Figure 1. Placement density heat map.
8 x 8 tiles, from dark blue (low) to red (high), 0 to 100% covered.
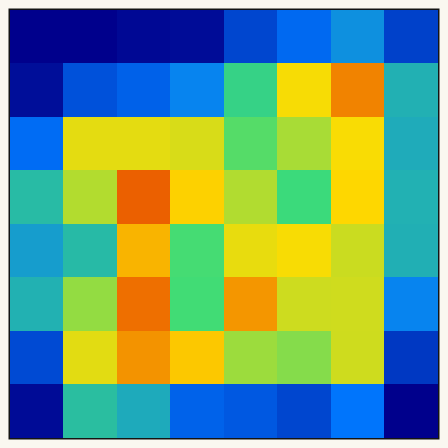
Figure 2. Signal wires by layer.
The bar under the picture is 20 µm long.
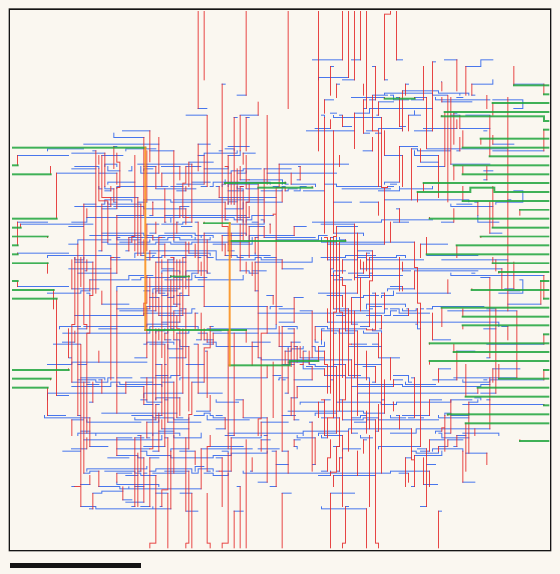
Figure 3. Routing congestion.
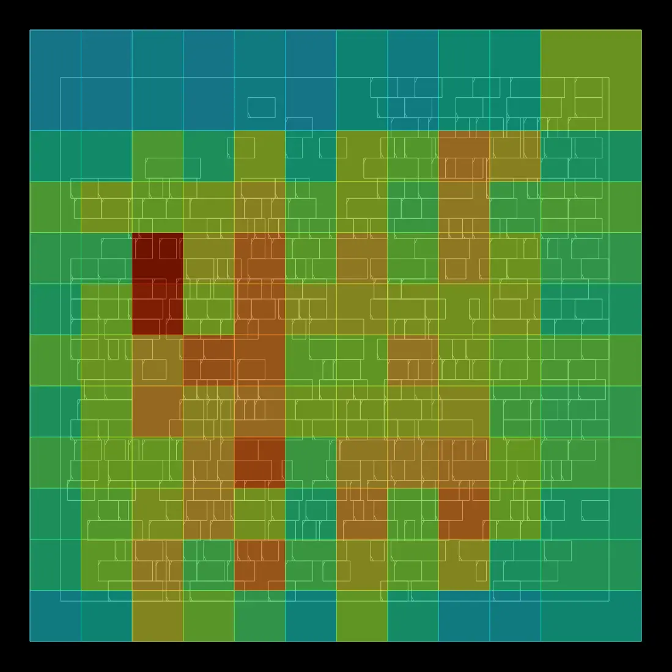
Figure 4. Logic cells by family.
The bar under the picture is 20 µm long.
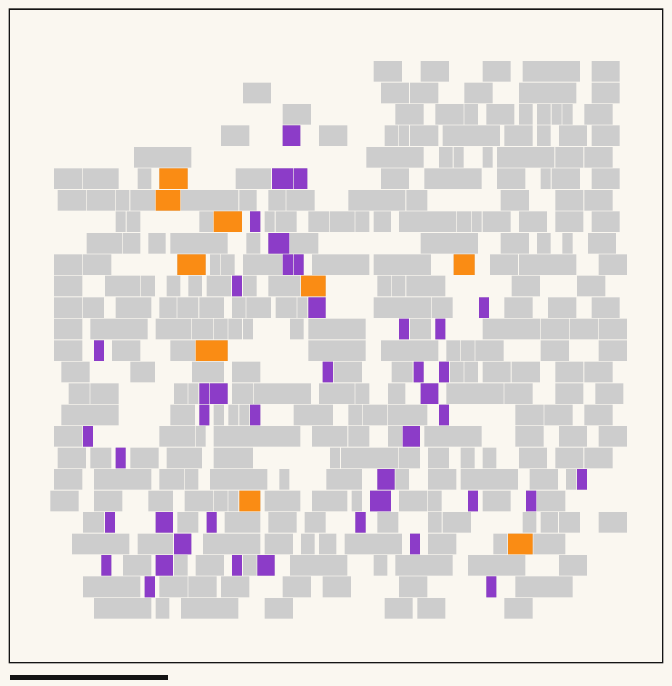
===== config.mk =====
export PLATFORM = sky130hd
export DESIGN_NAME = cdm8_seq_ctrl
export DESIGN_NICKNAME = d
export VERILOG_FILES = /design/src/rtl/cdm8_seq_ctrl.sv
export SDC_FILE = /design/constraint.sdc
export NUM_CORES = 1
export LEC_CHECK = 0
export ABC_CLOCK_PERIOD_IN_PS = 3600
export CAP_MARGIN = 10
export CORE_MARGIN = 4
export CORE_UTILIZATION = 40
export CTS_CLUSTER_DIAMETER = 30
export CTS_CLUSTER_SIZE = 16
export DETAILED_ROUTE_END_ITERATION = 12
export GPL_ROUTABILITY_DRIVEN = 0
export PLACE_DENSITY = 0.73
export SYNTH_ARGS = -nofsm -noshare
export SYNTH_HDL_FRONTEND = slang
export SYNTH_SLANG_ARGS = --single-unit
export TNS_END_PERCENT = 5

===== constraint.sdc =====
create_clock -name clk -period 3.6 [get_ports clk]
set_input_delay 0.72 -clock clk [delete_from_list [all_inputs] [get_ports clk]]
set_output_delay 0.72 -clock clk [all_outputs]
set_load 0.01 [all_outputs]

===== src/rtl/cdm8_seq_ctrl.sv =====
// cdm8_seq_ctrl
// Forms 8x8 approximate products for two requesters by sharing one external
// 8x4 carry-disregard partial-product unit. Each operation takes two passes:
// the low nibble of B goes through the cd9-class configuration and the high
// nibble through the cd5-class one. The two partial products are combined as
// {4'b0, low} + {high, 4'b0} and truncated to 16 bits.
//
// Ports
//   clk, rst                 rising-edge clock, synchronous active-high reset
//   req0_* / req1_*          requester operand ports (valid, ready, a, b)
//   pp_a, pp_b, pp_sel       drive to the partial-product unit
//   pp_r                     partial-product result, combinational from pp_*
//   res_valid, res_ready     result handshake
//   res_id, res_r            requester index and 16-bit approximate product
//
// Handshake: a transfer happens on a rising edge where valid && ready are both
// high. The producer holds valid and its data until that edge. The request
// readys depend only on the FSM state and the valids, never on another ready.
// The result stays stable while res_valid is high and res_ready is low.
module cdm8_seq_ctrl #(
  parameter int ZERO_SKIP = 1
) (
  input  logic        clk,
  input  logic        rst,
  input  logic        req0_valid,
  output logic        req0_ready,
  input  logic [7:0]  req0_a,
  input  logic [7:0]  req0_b,
  input  logic        req1_valid,
  output logic        req1_ready,
  input  logic [7:0]  req1_a,
  input  logic [7:0]  req1_b,
  output logic [7:0]  pp_a,
  output logic [3:0]  pp_b,
  output logic        pp_sel,
  input  logic [11:0] pp_r,
  output logic        res_valid,
  input  logic        res_ready,
  output logic        res_id,
  output logic [15:0] res_r
);

  typedef enum logic [1:0] {
    IDLE = 2'd0,
    LOW  = 2'd1,
    HIGH = 2'd2,
    DONE = 2'd3
  } state_t;

  state_t      state;
  logic        last;
  logic [7:0]  op_a;
  logic [7:0]  op_b;
  logic        op_id;
  logic [15:0] acc;

  logic        grant;
  logic        any_valid;
  logic [7:0]  sel_a;
  logic [7:0]  sel_b;
  logic        skip_high;

  // Round-robin: on a tie the requester that was not served last wins.
  always_comb begin
    any_valid = req0_valid | req1_valid;
    grant     = 1'b0;
    if (req0_valid && req1_valid) begin
      grant = ~last;
    end else if (req1_valid) begin
      grant = 1'b1;
    end
    sel_a = grant ? req1_a : req0_a;
    sel_b = grant ? req1_b : req0_b;
  end

  assign req0_ready = (state == IDLE) && req0_valid && !grant;
  assign req1_ready = (state == IDLE) && req1_valid && grant;

  assign skip_high = (ZERO_SKIP != 0) && (op_b[7:4] == 4'd0);

  assign res_id = op_id;
  assign res_r  = acc;

  // The pp_* drive is registered and loaded one state ahead, so it already
  // holds the right nibble and configuration in the cycle of each pass.
  always_ff @(posedge clk) begin
    if (rst) begin
      state     <= IDLE;
      last      <= 1'b1;
      op_a      <= 8'd0;
      op_b      <= 8'd0;
      op_id     <= 1'b0;
      acc       <= 16'd0;
      res_valid <= 1'b0;
      pp_a      <= 8'd0;
      pp_b      <= 4'd0;
      pp_sel    <= 1'b0;
    end else begin
      case (state)
        IDLE: begin
          if (any_valid) begin
            op_a   <= sel_a;
            op_b   <= sel_b;
            op_id  <= grant;
            last   <= grant;
            pp_a   <= sel_a;
            pp_b   <= sel_b[3:0];
            pp_sel <= 1'b0;
            state  <= LOW;
          end
        end
        LOW: begin
          acc <= {4'b0, pp_r};
          if (skip_high) begin
            pp_a      <= 8'd0;
            pp_b      <= 4'd0;
            pp_sel    <= 1'b0;
            res_valid <= 1'b1;
            state     <= DONE;
          end else begin
            pp_b   <= op_b[7:4];
            pp_sel <= 1'b1;
            state  <= HIGH;
          end
        end
        HIGH: begin
          // 16-bit add: the carry out of bit 15 is intentionally dropped.
          acc       <= acc + {pp_r, 4'b0};
          pp_a      <= 8'd0;
          pp_b      <= 4'd0;
          pp_sel    <= 1'b0;
          res_valid <= 1'b1;
          state     <= DONE;
        end
        DONE: begin
          if (res_ready) begin
            res_valid <= 1'b0;
            state     <= IDLE;
          end
        end
        default: begin
          state <= IDLE;
        end
      endcase
    end
  end

endmodule


==> impl_metrics.env <==
# implementation run metrics
export IMPL_fin_skew_ns=0.00518
export IMPL_r2r_cells=10
export IMPL_path_buffers=3
export IMPL_r2r_start="res_r[4]"
export IMPL_reg2reg_setup_slack_ns=1.37
export IMPL_p_int_mw=1.40
export IMPL_final_hold_violation_count=0
export IMPL_use_met1_pct=20.8
export IMPL_warnings=29
export IMPL_syn_instance_count=257
export IMPL_seq_power_mw=0.675
export IMPL_cp_required_ns=2.88
export IMPL_setup_violations=0
export IMPL_power_frac_seq_pct=29.5
export IMPL_combPwrFrac_pct=54.8
export IMPL_finalInstanceArea_mm2=0.00320
export IMPL_first_global_vias=1958
export IMPL_p_switching_mw=0.892
export IMPL_cts_root_buffer_cell="clkbuf_8"
export IMPL_wl_per_cell_um=14.2
export IMPL_clkLatencyLatePin_ns=0.29
export IMPL_cts_resized=0
export IMPL_swShare_pct=38.9
export IMPL_top_cell="dfxtp_1"
export IMPL_drt_first_iter_violations=59
export IMPL_cts_setup_buffers=0
export IMPL_synth_cell_type_count=40
export IMPL_clkPwrFrac_pct=15.7
export IMPL_clockBufferDepth=2
export IMPL_maxSlewHeadroom_pct=50.5
export IMPL_slowest_delay_ns=0.55
export IMPL_drive_gt1_share_pct=5.07
export IMPL_whs_path_depth=2
export IMPL_finalWorstSetupSlack_ns=0.618
export IMPL_worstHoldEndpoint="pp_a[3]"
export IMPL_areaGrowthSynthToFinish_pct=43.8
export IMPL_ant_nets=0
export IMPL_rows=26
export IMPL_antenna_found_initial=0
export IMPL_timing_rr_end="res_r[14]"
export IMPL_power_leader="combinational logic"
export IMPL_crit_family="buffers and inverters"
export IMPL_ys_warnings_count=0
export IMPL_path_clk_slew_ns=0.08
export IMPL_synth_nets=322
export IMPL_post_dp_cell_area_mm2=0.00309
export IMPL_cp_start_kind="primary input"
export IMPL_stdcell_count=405
export IMPL_common_cells="dfxtp_1, mux2i_1, nor2_1"
export IMPL_dr_pass1_iters=5
export IMPL_netlist_area_leader_share_pct=34.2
export IMPL_cp_end_kind="primary output"
export IMPL_cts_sinks=38
export IMPL_drc=0
export IMPL_finalClockPeriodUsage_pct=82.8
export IMPL_cts_tree="built"
export IMPL_clock_fmax_mhz=335
export IMPL_ys_sh_simple_pct=17.0
export IMPL_synth_area_mm2=0.00222
export IMPL_cp_max_fo=17
export IMPL_crit_slowest_cell="clkdlybuf4s50_1"
export IMPL_busiest_layer="met2"
export IMPL_die_w_um=82.6
export IMPL_place_ws_ns=0.575
export IMPL_muxShareOfSynthArea_pct=13.6
export IMPL_diodes=0
export IMPL_worstHoldStart="pp_a[3]"
export IMPL_dp_cells=397
export IMPL_synth_edff_count=0
export IMPL_ios=82
export IMPL_criticalPathCategory="primary input to primary output"
export IMPL_dp_hpwl_mm=4.37
export IMPL_syn_avg_cell_area_um2=8.66
export IMPL_synth_top_flop_cell="dfxtp_1"
export IMPL_crit_top_cell="clkdlybuf4s50_1"
export IMPL_io_buffers=81
export IMPL_worstMarginPinSlew_ns=0.742
export IMPL_p_leak_nw=1.25
export IMPL_crit_chain="clkdlybuf4s50_1, a21boi_2, buf_4, nor2_1, clkdlybuf4s50_1"
export IMPL_grt_pass1_wl_mm=9.14
export IMPL_status="complete, no violations"
export IMPL_tns_ns=0
export IMPL_yosys_top_cells_area="dfxtp_1, mux2i_1, ha_1"
## Picture notes: Figure 1
tiles over 75% full = 14%
emptiest ninth of the die = top left
fullest tile = 89%
nearly empty tiles = 6.2%
densest ninth of the die = middle
core box area: 0.00524 mm²
FP Util: 42.5%
final design utilization: 61.1%

## Picture notes: Figure 2
orange -> metal 4  # wire length 49.6 µm
green -> metal 3  # wire length 580 µm
red -> metal 2  # wire length 2570 µm
blue -> metal 1  # wire length 2560 µm
drt total wl: 5.76 mm
GRT Total Usage: 17.0%

## Picture notes: Figure 3
GR Util met3: 5.31%
routing usage on met2: 29.2%

## Picture notes: Figure 4
purple -> nor cells  # cells 42, most used nor2_1
orange -> non-inverting ao/oa cells  # cells 9
logic share of the area: 43.1%
most frequent logic cell in the layout: clkdlybuf4s50_1

-- cells in the final DEF (no fill, tap or decap), types with 2 or more instances in the layout --
cell and n:
clkdlybuf4s50_1 81, dfxtp_1 38, mux2i_1 29, nor2_1 28, o21ai_0 19, a21oi_1 16
nand2_1 15, ha_1 15, a211oi_1 12, nor2b_1 9, inv_1 8, nand3_1 8
xnor2_1 5, clkbuf_8 5, nand2b_1 4, nand3b_1 3, nor3b_1 3, buf_4 3
a21boi_2 2, and2_1 2, o21ai_1 2, or3_1 2, a32o_1 2, a21oi_2 2
a22o_1 2, o211ai_1 2, a41oi_1 2, clkinv_2 2
-- state kept, by name, indices dropped and copies added (netlist names), 2 cells and up --
signal and count:
res_r 16, pp_a 8, op_b 4, pp_b 4
state 2
-- per-layer routing --
layer,part of all wire [%],vias to the layer above,wire [µm]
li1,-,1075,-
met1,44,943,2560
met2,45,69,2570
met3,10,5,580
met4,0.85,0,49
met5,0,-,0
-- worst max-delay path by stage --
stage / start / end / cells after the start
2_1_floorplan: pp_r[4] / res_r[11] / 8
3_3_place_gp: pp_r[7] / res_r[15] / 9
3_5_place_dp: pp_r[0] / res_r[14] / 11
4_1_cts: req0_valid / req0_ready / 5
5_1_grt: req1_valid / req0_ready / 5
6_report: req0_valid / req0_ready / 5
-- cell type report --
cell class	instances	area (µm²)
well taps	70	87.6
clock buffers	5	68.8
flip-flops and latches	38	761
inverters	8	30.0
clock inverters	3	40.0
fillers	480	2040
multi-input cells	197	1380
repair buffers	84	833
-- stage by stage --
step	hold WS [ns]	power, mW
floorplan	0.431	1.47
global placement	0.436	1.91
detailed placement	0.442	1.94
CTS	0.461	2.31
global route	0.492	2.47
finish	0.456	2.29
Power is estimated from default activity; no workload was simulated.
